[src/rtl/divider_param.sv]
// Sequential radix-2 restoring unsigned divider: one quotient bit per clock,
// explicit divide-by-zero result, Start/Ack handshake safe for a shared pulse.
module divider_param #(
  parameter int unsigned W  = 4,
  parameter int unsigned CW = $clog2(W)
) (
  input  logic         Clk,
  input  logic         Reset_n,
  input  logic [W-1:0] Xin,
  input  logic [W-1:0] Yin,
  input  logic         Start,
  input  logic         Ack,
  output logic [W-1:0] Quotient,
  output logic [W-1:0] Remainder,
  output logic         Done,
  output logic         DivByZero,
  output logic         Qi,
  output logic         Qc,
  output logic         Qd
);

  // One-hot encoding so the state indicators come straight off the register.
  typedef enum logic [2:0] {
    ST_INIT = 3'b100,
    ST_COMP = 3'b010,
    ST_DONE = 3'b001
  } state_e;

  state_e          state_q, state_d;
  logic [W-1:0]    x_q, x_d;
  logic [W-1:0]    y_q, y_d;
  logic [W-1:0]    quo_q, quo_d;
  logic [W-1:0]    rem_q, rem_d;
  logic [CW-1:0]   cnt_q, cnt_d;
  logic            dbz_q, dbz_d;
  logic [W:0]      t_c;

  always_ff @(posedge Clk or negedge Reset_n) begin
    if (!Reset_n) begin
      state_q <= ST_INIT;
      x_q     <= '0;
      y_q     <= '0;
      quo_q   <= '0;
      rem_q   <= '0;
      cnt_q   <= '0;
      dbz_q   <= 1'b0;
    end else begin
      state_q <= state_d;
      x_q     <= x_d;
      y_q     <= y_d;
      quo_q   <= quo_d;
      rem_q   <= rem_d;
      cnt_q   <= cnt_d;
      dbz_q   <= dbz_d;
    end
  end

  // Next-state and datapath; the partial remainder needs one extra bit.
  always_comb begin
    state_d = state_q;
    x_d     = x_q;
    y_d     = y_q;
    quo_d   = quo_q;
    rem_d   = rem_q;
    cnt_d   = cnt_q;
    dbz_d   = dbz_q;
    t_c     = {rem_q, x_q[cnt_q]};

    unique case (state_q)
      ST_INIT: begin
        if (Start) begin
          x_d   = Xin;
          y_d   = Yin;
          cnt_d = CW'(W - 1);
          dbz_d = (Yin == '0);
          if (Yin == '0) begin
            quo_d   = '1;
            rem_d   = Xin;
            state_d = ST_DONE;
          end else begin
            quo_d   = '0;
            rem_d   = '0;
            state_d = ST_COMP;
          end
        end
      end
      ST_COMP: begin
        if (t_c >= {1'b0, y_q}) begin
          rem_d        = W'(t_c - {1'b0, y_q});
          quo_d[cnt_q] = 1'b1;
        end else begin
          rem_d = t_c[W-1:0];
        end
        cnt_d = CW'(cnt_q - 1'b1);
        if (cnt_q == '0) state_d = ST_DONE;
      end
      ST_DONE: begin
        if (Ack) state_d = ST_INIT;
      end
      default: state_d = ST_INIT;
    endcase
  end

  assign Quotient  = quo_q;
  assign Remainder = rem_q;
  assign DivByZero = dbz_q;
  assign Qi        = state_q[2];
  assign Qc        = state_q[1];
  assign Qd        = state_q[0];
  assign Done      = state_q[0];

endmodule
[config.mk]
export PLATFORM = sky130hd
export DESIGN_NAME = divider_param
export DESIGN_NICKNAME = d
export VERILOG_FILES = /design/src/rtl/divider_param.sv
export SDC_FILE = /design/constraint.sdc
export NUM_CORES = 1
export LEC_CHECK = 0
export ABC_AREA = 1
export CAP_MARGIN = 20
export CELL_PAD_IN_SITES_DETAIL_PLACEMENT = 0
export CELL_PAD_IN_SITES_GLOBAL_PLACEMENT = 1
export CORE_MARGIN = 2
export CORE_UTILIZATION = 40
export CTS_CLUSTER_DIAMETER = 120
export CTS_CLUSTER_SIZE = 30
export DETAILED_ROUTE_END_ITERATION = 12
export MAX_ROUTING_LAYER = met4
export PLACE_DENSITY_LB_ADDON = 0.1
export SLEW_MARGIN = 20
export SYNTH_ARGS = -nofsm -noshare
export SYNTH_HDL_FRONTEND = slang
export SYNTH_SLANG_ARGS = --single-unit
export TNS_END_PERCENT = 50
[constraint.sdc]
create_clock -name Clk -period 2.9 [get_ports Clk]
set_clock_uncertainty 0.15 [all_clocks]
set_input_delay 0.725 -clock Clk [delete_from_list [all_inputs] [get_ports Clk]]
set_output_delay 0.725 -clock Clk [all_outputs]
set_load 0.01 [all_outputs]
run_1/registers.png
Other sequential cells in the stronger gray, the rest of the logic in the fainter gray.
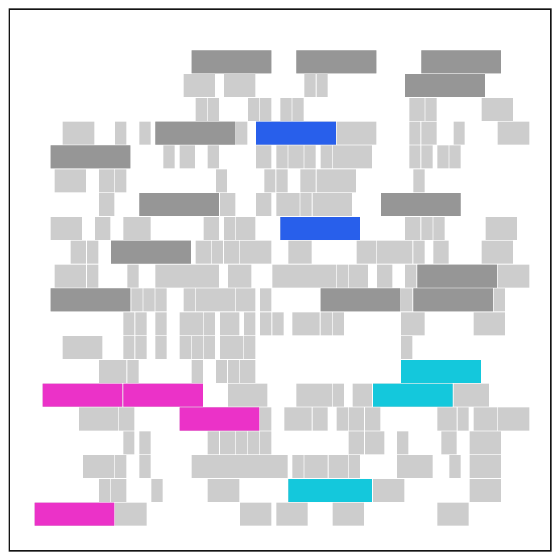
name in the netlist	color	sequential cells
`y_q`	magenta	4
`state_q`	cyan	3
`cnt_q`	blue	2
not colored	13
sequential cell power: 0.567 mW
Seq. cell area: 552 um2
end-of-flow core utilization: 54.1%
flip-flop and latch share of the layout cell area: 32.9%

run_1/metal_stack.png
Only two layers are drawn.
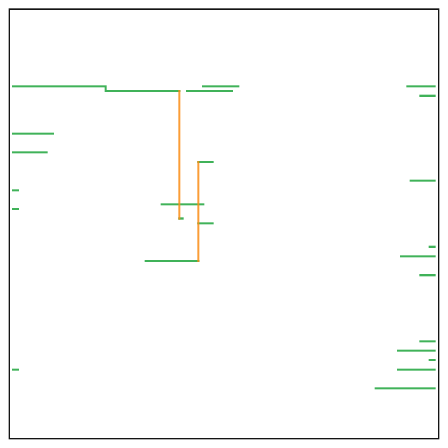
layer	color	wire length
met3	green	106 um
met4	orange	32.6 um
vias: 1,142
wire length per cell after detailed routing: 12.2 um
overall global routing resource usage: 17.7%
detailed-route wire length: 2920 um

run_1/final_placement.png
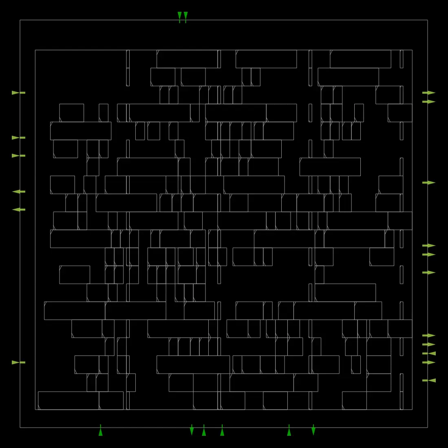
Filler cells: 320
CORE AREA: 0.00310 mm2

run 1: area by class of cell:
class	instances	area, um2	share of cell area [%]
clock buffer	3	22.5	1.34
clock inverter	1	30.0	1.79
inverter	19	81.3	4.85
multi-input combinational	124	682	40.6
sequential	22	552	32.9
tap	44	55.1	3.28
timing repair buffer	26	255	15.2
run 1: sequential cells by signal (all words and copies together), names as in the netlist:
register   cells
DivByZero      1
Quotient       4
Remainder      4
cnt_q          2
state_q        3
x_q            4
y_q            4
run 1: worst max path at each step:
stage | endpoint | depth (start not counted) | from | slack [ns]
finish | Qi | 1 | state_q[2] | 0.58
global placement | Remainder[2] | 8 | Yin[2] | 0.71
detailed placement | Remainder[2] | 8 | Yin[2] | 0.69
global route | Qi | 1 | state_q[2] | 0.53
floorplan | Remainder[2] | 12 | cnt_q[0] | 0.95
CTS | Qi | 1 | state_q[2] | 0.56
run 1: worst reg2reg max path: stages (launching register included):
cell and delay [ns]:
sky130_fd_sc_hd__dfrtp_1 0.45, sky130_fd_sc_hd__inv_1 0.17, sky130_fd_sc_hd__nand2_1 0.07, sky130_fd_sc_hd__nand3_1 0.07, sky130_fd_sc_hd__nand2_1 0.08, sky130_fd_sc_hd__ha_1 0.23, sky130_fd_sc_hd__fa_1 0.39, sky130_fd_sc_hd__xor2_1 0.15
sky130_fd_sc_hd__nor2_1 0.05, sky130_fd_sc_hd__nand2_1 0.06, sky130_fd_sc_hd__nand2_1 0.05, sky130_fd_sc_hd__nor2_1 0.09, sky130_fd_sc_hd__nor2_1 0.05
run 1: through the flow:
step	setup slack (ns)	util [%]
4_1_cts	0.560	54.1
5_1_grt	0.528	54.1
6_report	0.575	54.1
3_5_place_dp	0.688	52.4
3_3_place_gp	0.710	52.4
2_1_floorplan	0.950	-
==> qor.json, run 1 <==
{
  "top_cell_area_share": {"value": 39.5, "unit": "%"},
  "drt_iter0_drc": {"value": 39},
  "xor_share": {"value": 0.659, "unit": "%"},
  "synth_flop_count": {"value": 22},
  "insertion_delay_of_the_later_clocked_pin_in_the_worst_skew_pair": {"value": 0.32, "unit": "ns"},
  "timing.final.setup_violations": {"value": 0},
  "slew_violations": {"value": 0},
  "power_report.internal_total": {"value": 1.09, "unit": "mW"},
  "final_instance_area": {"value": 0.00168, "unit": "mm2"},
  "dpl-instance-area": {"value": 0.00163, "unit": "mm2"},
  "lay_top_cells": {"value": "sky130_fd_sc_hd__nand2_1 (41), sky130_fd_sc_hd__nor2_1 (27), sky130_fd_sc_hd__clkdlybuf4s50_1 (24)"},
  "yosysChipArea": {"value": 0.00133, "unit": "mm2"},
  "cp_cell_sequence": {"value": "clkdlybuf4s50_1"},
  "combPwrFrac": {"value": 59.1, "unit": "%"},
  "timing.critical_path.buf_inv": {"value": 1},
  "leakage_power": {"value": 0.820, "unit": "nW"},
  "cts.clk_slew.worst_paths": {"value": 0.14, "unit": "ns"},
  "gr-max-usage-layer": {"value": "met2"},
  "synth_simple_gate_area_share": {"value": 33.8, "unit": "%"},
  "powerClk": {"value": 0.246, "unit": "mW"},
  "drive_gt1_share": {"value": 12.8, "unit": "%"},
  "yosys_warnings": {"value": 0},
  "detailed_place_hpwl": {"value": 2290, "unit": "um"},
  "hold-path-endpoint": {"value": "x_q[3]"},
  "grt_use_met2": {"value": 29.3, "unit": "%"},
  "synth-cells-yosys": {"value": 167},
  "muxShareOfSynthArea": {"value": 0, "unit": "%"},
  "tritoncts.num_buffers": {"value": 3},
  "power-top-group": {"value": "combinational cells"},
  "grt_pass1_vias": {"value": 1104},
  "grt_antenna_before_repair": {"value": 0},
  "grt_util_met3": {"value": 3.15, "unit": "%"},
  "launch_point_of_the_worst_hold_path": {"value": "x_q[3]"},
  "edf_count": {"value": 0},
  "synth.cellmix.adderShare": {"value": 9.03, "unit": "%"},
  "area_growth": {"value": 26.2, "unit": "%"},
  "detailed_route_drc_error_count": {"value": 0},
  "io-pin-count": {"value": 25},
  "run_status": {"value": "finished clean"},
  "dr_wl_met2": {"value": 1410, "unit": "um"},
  "critical-path-max-stage-delay": {"value": 0.59, "unit": "ns"},
  "synthTopCellsByCount": {"value": "sky130_fd_sc_hd__nand2_1 (41), sky130_fd_sc_hd__nor2_1 (27), sky130_fd_sc_hd__dfrtp_1 (21), sky130_fd_sc_hd__inv_1 (16), sky130_fd_sc_hd__nand3_1 (11)"},
  "insertedDiodeCount": {"value": 0},
  "ctsRootBufferMaster": {"value": "sky130_fd_sc_hd__clkbuf_4"},
  "final_nets": {"value": 217},
  "maximum_number_of_pins_on_one_net_before_global_route_repair": {"value": 23},
  "port-buffer-count": {"value": 24},
  "post_synth_main_logic_family": {"value": "simple AND/OR/NAND/NOR gates"},
  "avgViaCountPerCell": {"value": 4.78},
  "clockPowerShare": {"value": 12.4, "unit": "%"},
  "warning_count": {"value": 29},
  "tritoncts": {"value": "done"},
  "comb_power": {"value": 1.18, "unit": "mW"},
  "hold_depth": {"value": 2},
  "synth.largest_area_cell": {"value": "sky130_fd_sc_hd__dfrtp_1"},
  "ir_worst_vdd": {"value": 0.540, "unit": "mV"},
  "top_layer": {"value": "met4"},
  "synthDistinctLibCells": {"value": 28},
  "mostFrequentLayoutCell": {"value": "sky130_fd_sc_hd__nand2_1"}
}
run_1/met2.png
Bar = 20 um.
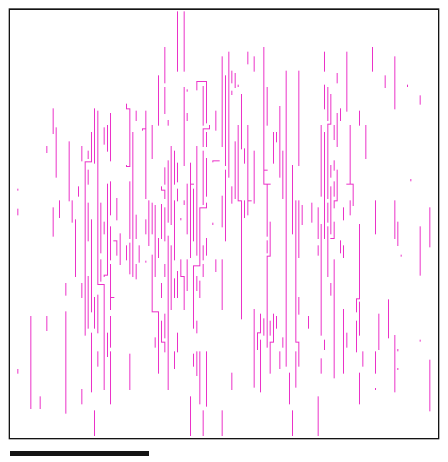

==> inputs of run 2 (changes only) <==
Settings changed: CORE_UTILIZATION 40 to 34.
Clock period 2.9 ns to 2 ns, I/O delays scaled along.
run_2/met2.png
Bar = 20 um.
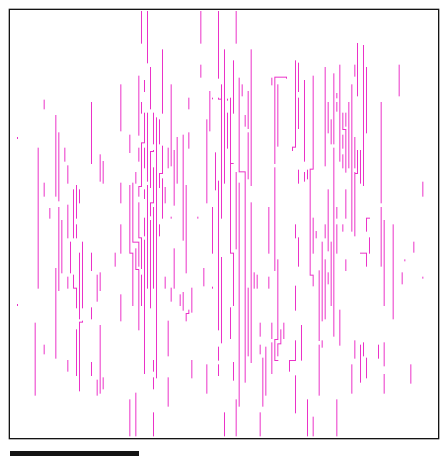
share of all routed wire	50%
longest straight run	40.5 um
main direction	vertical
nets with wire on the layer	178
wire length on this layer	1,630 um
detailed-route wire length: 3230 um
vias: 1,148
met2 demand-to-capacity share in global routing: 29.0%

run_2/port_nets.png
Bar = 20 um.
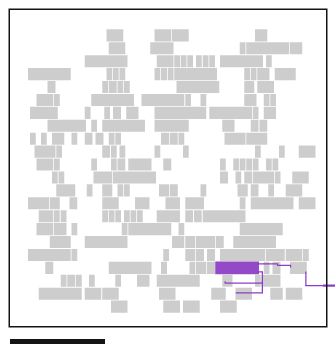
port	color	direction	end cells	buffers	wire
`Qd`	purple	output	1	1	33.3 um
number of buffers inserted by port buffering: 24
ports placed on the boundary: 25

==> run 2 against run 1 <==
Against the previous run:
- global-route usage decreased by 0.68 points
- register-to-register slack got worse by 0.73 ns
- core utilization decreased by 5.8 points
- combinational power increased by 61%
- sequential share of layout area decreased by 2.2 points
- final cell count increased by 4.6%
- sequential cell count unchanged
- synthesized area unchanged
- via count increased by 0.53%
- wire length increased by 10%
- critical endpoint is now Remainder[2]
==> qor.json, run 2 <==
{
  "synth.yosys.seq_area_share": {"value": 41.5, "unit": "%", "change": "unchanged"},
  "asyncSetResetFlopFracSynth": {"value": 100, "unit": "%", "change": "unchanged"},
  "tritoncts": {"value": "done", "change": "unchanged"},
  "max_freq": {"value": 502, "unit": "MHz"},
  "avgViaCountPerCell": {"value": 4.59, "change": "was 4.78"},
  "detailed_place_hpwl": {"value": 2530, "unit": "um", "change": "was 2290 um"},
  "drt_iter0_drc": {"value": 62, "change": "was 39"},
  "top_cell_area_share": {"value": 39.5, "unit": "%", "change": "unchanged"},
  "fp.dieH": {"value": 66.5, "unit": "um", "change": "was 61.7 um"},
  "leakage_power": {"value": 0.874, "unit": "nW", "change": "was 0.820 nW"},
  "post_layout_nonfiller_instances": {"value": 250, "change": "was 239"},
  "wire_per_inst": {"value": 12.9, "unit": "um", "change": "was 12.2 um"},
  "final_nets": {"value": 224, "change": "was 217"},
  "die_area": {"value": 0.00443, "unit": "mm2", "change": "was 0.00380 mm2"},
  "synthTopCellsByCount": {"value": "sky130_fd_sc_hd__nand2_1 (41), sky130_fd_sc_hd__nor2_1 (27), sky130_fd_sc_hd__dfrtp_1 (21), sky130_fd_sc_hd__inv_1 (16), sky130_fd_sc_hd__nand3_1 (11)", "change": "unchanged"},
  "gr-max-usage-layer": {"value": "met2", "change": "unchanged"},
  "yosys_warnings": {"value": 0, "change": "unchanged"},
  "grt_pass1_vias": {"value": 1188, "change": "was 1,104"},
  "cts.clk_slew.worst_paths": {"value": 0.09, "unit": "ns", "change": "was 0.14 ns"},
  "slew_violations": {"value": 0, "change": "unchanged"},
  "critical-path-max-stage-delay": {"value": 0.43, "unit": "ns", "change": "was 0.59 ns"},
  "lay_top_cells": {"value": "sky130_fd_sc_hd__nand2_1 (39), sky130_fd_sc_hd__nor2_1 (27), sky130_fd_sc_hd__clkdlybuf4s50_1 (23)", "change": "was sky130_fd_sc_hd__nand2_1 (41), sky130_fd_sc_hd__nor2_1 (27), sky130_fd_sc_hd__clkdlybuf4s50_1 (24)"},
  "drive_gt1_share": {"value": 19.3, "unit": "%", "change": "was 12.8%"},
  "detailed_route_drc_error_count": {"value": 0, "change": "unchanged"},
  "mostFrequentLayoutCell": {"value": "sky130_fd_sc_hd__nand2_1", "change": "unchanged"},
  "timing.final.setup_violations": {"value": 0, "change": "unchanged"},
  "dpl-instance-area": {"value": 0.00165, "unit": "mm2", "change": "was 0.00163 mm2"},
  "final_instance_area": {"value": 0.00180, "unit": "mm2", "change": "was 0.00168 mm2"},
  "run_status": {"value": "finished clean", "change": "unchanged"},
  "insertedDiodeCount": {"value": 0, "change": "unchanged"},
  "grt_util_met3": {"value": 1.52, "unit": "%", "change": "was 3.15%"},
  "synth_flop_count": {"value": 22, "change": "unchanged"},
  "wire_length_of_the_first_global_routing_pass": {"value": 5500, "unit": "um", "change": "was 4790 um"},
  "dp_cells": {"value": 242, "change": "was 235"},
  "synth.largest_area_cell": {"value": "sky130_fd_sc_hd__dfrtp_1", "change": "unchanged"},
  "yosysChipArea": {"value": 0.00133, "unit": "mm2", "change": "unchanged"},
  "hold_viol_final": {"value": 0, "change": "unchanged"},
  "finalCoreUtilization": {"value": 48.3, "unit": "%", "change": "was 54.1%"},
  "final.period_utilization": {"value": 99.6, "unit": "%"},
  "synthDistinctLibCells": {"value": 28, "change": "unchanged"},
  "synth-cells-yosys": {"value": 167, "change": "unchanged"},
  "filler_cell_count": {"value": 389, "change": "was 320"},
  "area_growth": {"value": 35.0, "unit": "%", "change": "was 26.2%"},
  "cp_cell_sequence": {"value": "inv_2 > nand2_1 > nand3_1 > nand2_2 > ha_4 > fa_2 > xor2_2 > nor2_1 > nand2_1 > nand2_1 > nor2_1 > nor2_1", "change": "was clkdlybuf4s50_1"},
  "edf_count": {"value": 0, "change": "unchanged"},
  "clk_path_buf_depth": {"value": 2, "change": "unchanged"},
  "routed_antenna_nets": {"value": 0, "change": "unchanged"},
  "grt_antenna_before_repair": {"value": 0, "change": "unchanged"},
  "gr-usage-all-layers": {"value": 17.0, "unit": "%", "change": "was 17.7%"},
  "path_class": {"value": "register to register", "change": "was register to output port"},
  "power": {"value": 3.16, "unit": "mW", "change": "was 1.99 mW"},
  "insertion_delay_of_the_later_clocked_pin_in_the_worst_skew_pair": {"value": 0.27, "unit": "ns", "change": "was 0.32 ns"},
  "warning_count": {"value": 30, "change": "was 29"},
  "floorplan.initialDensity": {"value": 35.8, "unit": "%", "change": "was 42.9%"},
  "ir_worst_vdd": {"value": 0.760, "unit": "mV", "change": "was 0.540 mV"},
  "ctsRootBufferMaster": {"value": "sky130_fd_sc_hd__clkbuf_8", "change": "was sky130_fd_sc_hd__clkbuf_4"},
  "ctsHtreeMaxLevel": {"value": 1, "change": "unchanged"},
  "timing.reg2reg.setup_slack": {"value": 0.009, "unit": "ns", "change": "was 0.74 ns"},
  "tritoncts.num_buffers": {"value": 3, "change": "unchanged"},
  "mappedNetlistArea": {"value": 0.00133, "unit": "mm2", "change": "unchanged"},
  "coreArea": {"value": 0.00372, "unit": "mm2", "change": "was 0.00310 mm2"},
  "maximum_number_of_pins_on_one_net_before_global_route_repair": {"value": 23, "change": "unchanged"},
  "timing.critical_path.buf_inv": {"value": 1, "change": "unchanged"}
}
==> run 2: repair_timing <==
item | in CTS | in global routing
buffers inserted | 2 | 2
endpoints found under the hold margin | 0 | 0
pin swaps | 0 | 2
gates resized | 5 | 6
setup endpoints to repair | 8 | 9
==> run 2: layout make-up <==
type,count,area [um2],share of cell area [%]
clock buffers,3,41.3,2.30
clock inverters,1,30.0,1.67
inverters,19,81.3,4.53
multi-input cells,124,724,40.3
flip-flops and latches,22,552,30.7
well taps,48,60.1,3.34
repair buffers,33,307,17.1
==> run 2: final timing paths <==
check	startpoint	endpoint	cells past startpoint
setup reg to reg	cnt_q[0]	Remainder[2]	12
min in group asynchronous	Reset_n	state_q[0]	2
setup / recovery	cnt_q[0]	Remainder[2]	12
max in group asynchronous	Reset_n	state_q[2]	2
hold reg to reg	x_q[3]	x_q[3]	2
hold / removal	x_q[3]	x_q[3]	2
==> run 2: power breakdown <==
group	switching (mW)	total [mW]	internal [mW]
clock network	0.153	0.421	0.268
registers	0.180	0.840	0.660
logic	1.07	1.90	0.828
==> run 2: per-layer routing <==
layer	routed length, um	vias up
met3	68	5
met2	1630	16
met5	0	-
li1	-	592
met4	53	0
met1	1480	535
==> run 2: logic make-up (layout without fill, tap and decap cells) <==
| logic type | Yosys count | after routing | share of synthesized area, % |
|---|---|---|---|
| flops | 22 | 22 | 41.5 |
| xor+xnor | 1 | 1 | 0.659 |
| compound gates | 19 | 19 | 7.81 |
| simple gates | 95 | 95 | 33.8 |
| fa+ha+maj | 9 | 9 | 9.03 |
| buf+inv | 21 | 56 | 7.24 |
==> run 2: through the flow <==
stage,setup TNS (ns),setup WS [ns]
CTS,0,0.0119
floorplan,0,0.0500
finish,0,0.00873
detailed placement,-0.227,-0.121
global route,-0.284,-0.129
global placement,-0.0860,-0.0860
==> inputs of run 3 (changes only) <==
Settings changed: GPL_ROUTABILITY_DRIVEN set to 0.
run_3/final_placement.png
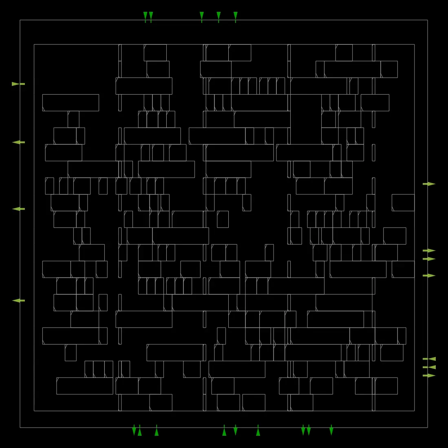
flip-flop and latch share of the layout cell area: 30.7%
end-of-flow core utilization: 48.3%

==> run 3 against run 2 <==
Against the previous run:
- core utilization unchanged
- sequential share of layout area did not move
- non-clock buffer count unchanged
- hold slack did not move
- maximum frequency stayed put
- die size unchanged
- critical endpoint unchanged
- largest cell class unchanged
- largest power group unchanged
==> qor.json, run 3 <==
{
  "run_status": {"value": "finished clean", "change": "unchanged"},
  "fin_ws": {"value": 0.00873, "unit": "ns", "change": "unchanged"},
  "path_class": {"value": "register to register", "change": "unchanged"},
  "power.sequential.fraction": {"value": 26.6, "unit": "%", "change": "about the same"},
  "synth.yosys.seq_area_share": {"value": 41.5, "unit": "%", "change": "unchanged"},
  "warning_count": {"value": 30, "change": "unchanged"},
  "synth.largest_area_cell": {"value": "sky130_fd_sc_hd__dfrtp_1", "change": "unchanged"},
  "wire_per_inst": {"value": 12.9, "unit": "um", "change": "unchanged"},
  "hold_depth": {"value": 2, "change": "unchanged"},
  "tritoncts": {"value": "done", "change": "unchanged"},
  "post_synth_main_logic_family": {"value": "simple AND/OR/NAND/NOR gates", "change": "unchanged"},
  "detailed_place_hpwl": {"value": 2530, "unit": "um", "change": "unchanged"},
  "timing.final.setup_violations": {"value": 0, "change": "unchanged"},
  "finalWirelength": {"value": 3230, "unit": "um", "change": "unchanged"},
  "drive_gt1_share": {"value": 19.3, "unit": "%", "change": "unchanged"},
  "ctsRootBufferMaster": {"value": "sky130_fd_sc_hd__clkbuf_8", "change": "unchanged"},
  "synth-cells-yosys": {"value": 167, "change": "unchanged"},
  "final.period_utilization": {"value": 99.6, "unit": "%", "change": "unchanged"},
  "floorplan.initialDensity": {"value": 35.8, "unit": "%", "change": "unchanged"},
  "fp.dieH": {"value": 66.5, "unit": "um", "change": "unchanged"},
  "detailed_route_drc_error_count": {"value": 0, "change": "unchanged"},
  "filler_cell_count": {"value": 389, "change": "unchanged"},
  "swShare": {"value": 44.4, "unit": "%", "change": "unchanged"},
  "synthTopCellsByCount": {"value": "sky130_fd_sc_hd__nand2_1 (41), sky130_fd_sc_hd__nor2_1 (27), sky130_fd_sc_hd__dfrtp_1 (21), sky130_fd_sc_hd__inv_1 (16), sky130_fd_sc_hd__nand3_1 (11)", "change": "unchanged"},
  "power-top-group": {"value": "combinational cells", "change": "unchanged"},
  "die_area": {"value": 0.00443, "unit": "mm2", "change": "unchanged"},
  "muxShareOfSynthArea": {"value": 0, "unit": "%", "change": "unchanged"},
  "maximum_number_of_pins_on_one_net_before_global_route_repair": {"value": 23, "change": "unchanged"},
  "top_cell_area_share": {"value": 39.5, "unit": "%", "change": "unchanged"},
  "leakage_power": {"value": 0.874, "unit": "nW", "change": "unchanged"},
  "clk_path_buf_depth": {"value": 2, "change": "unchanged"},
  "mappedNetlistArea": {"value": 0.00133, "unit": "mm2", "change": "unchanged"},
  "r2r_cells": {"value": 12, "change": "unchanged"},
  "route.vias.total": {"value": 1148, "change": "unchanged"},
  "switchingPower": {"value": 1.40, "unit": "mW", "change": "unchanged"},
  "ctsHtreeMaxLevel": {"value": 1, "change": "unchanged"},
  "coreArea": {"value": 0.00372, "unit": "mm2", "change": "unchanged"},
  "synth_simple_gate_area_share": {"value": 33.8, "unit": "%", "change": "unchanged"},
  "pwr.group.sequential": {"value": 0.840, "unit": "mW", "change": "about the same"},
  "combPwrFrac": {"value": 60.1, "unit": "%", "change": "about the same"},
  "yosysChipArea": {"value": 0.00133, "unit": "mm2", "change": "unchanged"},
  "yosys_warnings": {"value": 0, "change": "unchanged"},
  "powerClk": {"value": 0.421, "unit": "mW", "change": "about the same"}
}
run_3/port_nets.png
Bar = 20 um.
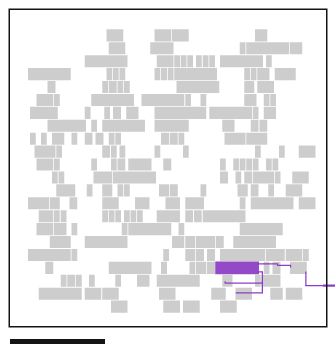
port	color	direction	end cells	buffers	wire
`Qd`	purple	output	1	1	33.3 um

run 3: cell counts after synthesis:
Identical to the previous run, type by type.
run 3: worst max-delay path by stage:
stage,from,end,slack (ns)
after floorplan,cnt_q[0],Remainder[2],0.05
after global placement,cnt_q[0],Remainder[2],-0.09
after detailed placement,cnt_q[0],Remainder[2],-0.12
after CTS,cnt_q[0],Remainder[2],0.01
after global routing,cnt_q[0],Remainder[2],-0.13
final,cnt_q[0],Remainder[2],0.009
run 3: metrics by stage:
step	hold slack, ns	instances	total power, mW	instance area [um2]
floorplan	0.0544	167	2.00	1330
global placement	0.316	242	2.56	1650
detailed placement	0.320	242	2.59	1650
CTS	0.340	248	3.04	1750
global route	0.362	250	3.47	1800
finish	0.339	250	3.16	1800
run 3: layout make-up:
| class | instances | area, um2 | area share [%] |
|---|---|---|---|
| clock inverter | 1 | 30.0 | 1.67 |
| clock buffer | 3 | 41.3 | 2.30 |
| sequential | 22 | 552 | 30.7 |
| tap | 48 | 60.1 | 3.34 |
| multi-input combinational | 124 | 724 | 40.3 |
| timing repair buffer | 33 | 307 | 17.1 |
| inverter | 19 | 81.3 | 4.53 |
run 3: what timing repair did:
item / in CTS / in global routing
endpoints found under the setup margin: 8 / 9
hold buffers: 0 / 0
pin swaps: 0 / 2
gates resized: 5 / 6
setup buffers: 2 / 2
run 3: per-layer routing:
layer,track usage (%),part of all wire (%),vias up
li1,-,-,592
met1,20.8,46,535
met2,29.0,50,16
met3,1.52,2.1,5
met4,6.89,1.6,0
met5,-,0,-
run 3: tightest hold or removal path, delay by kind of cell (launching register included):
family / cells / cell delay (ns)
and+or+nand+nor: 2 / 0.11
DFF: 1 / 0.36
Power and IR drop assume default switching activity.
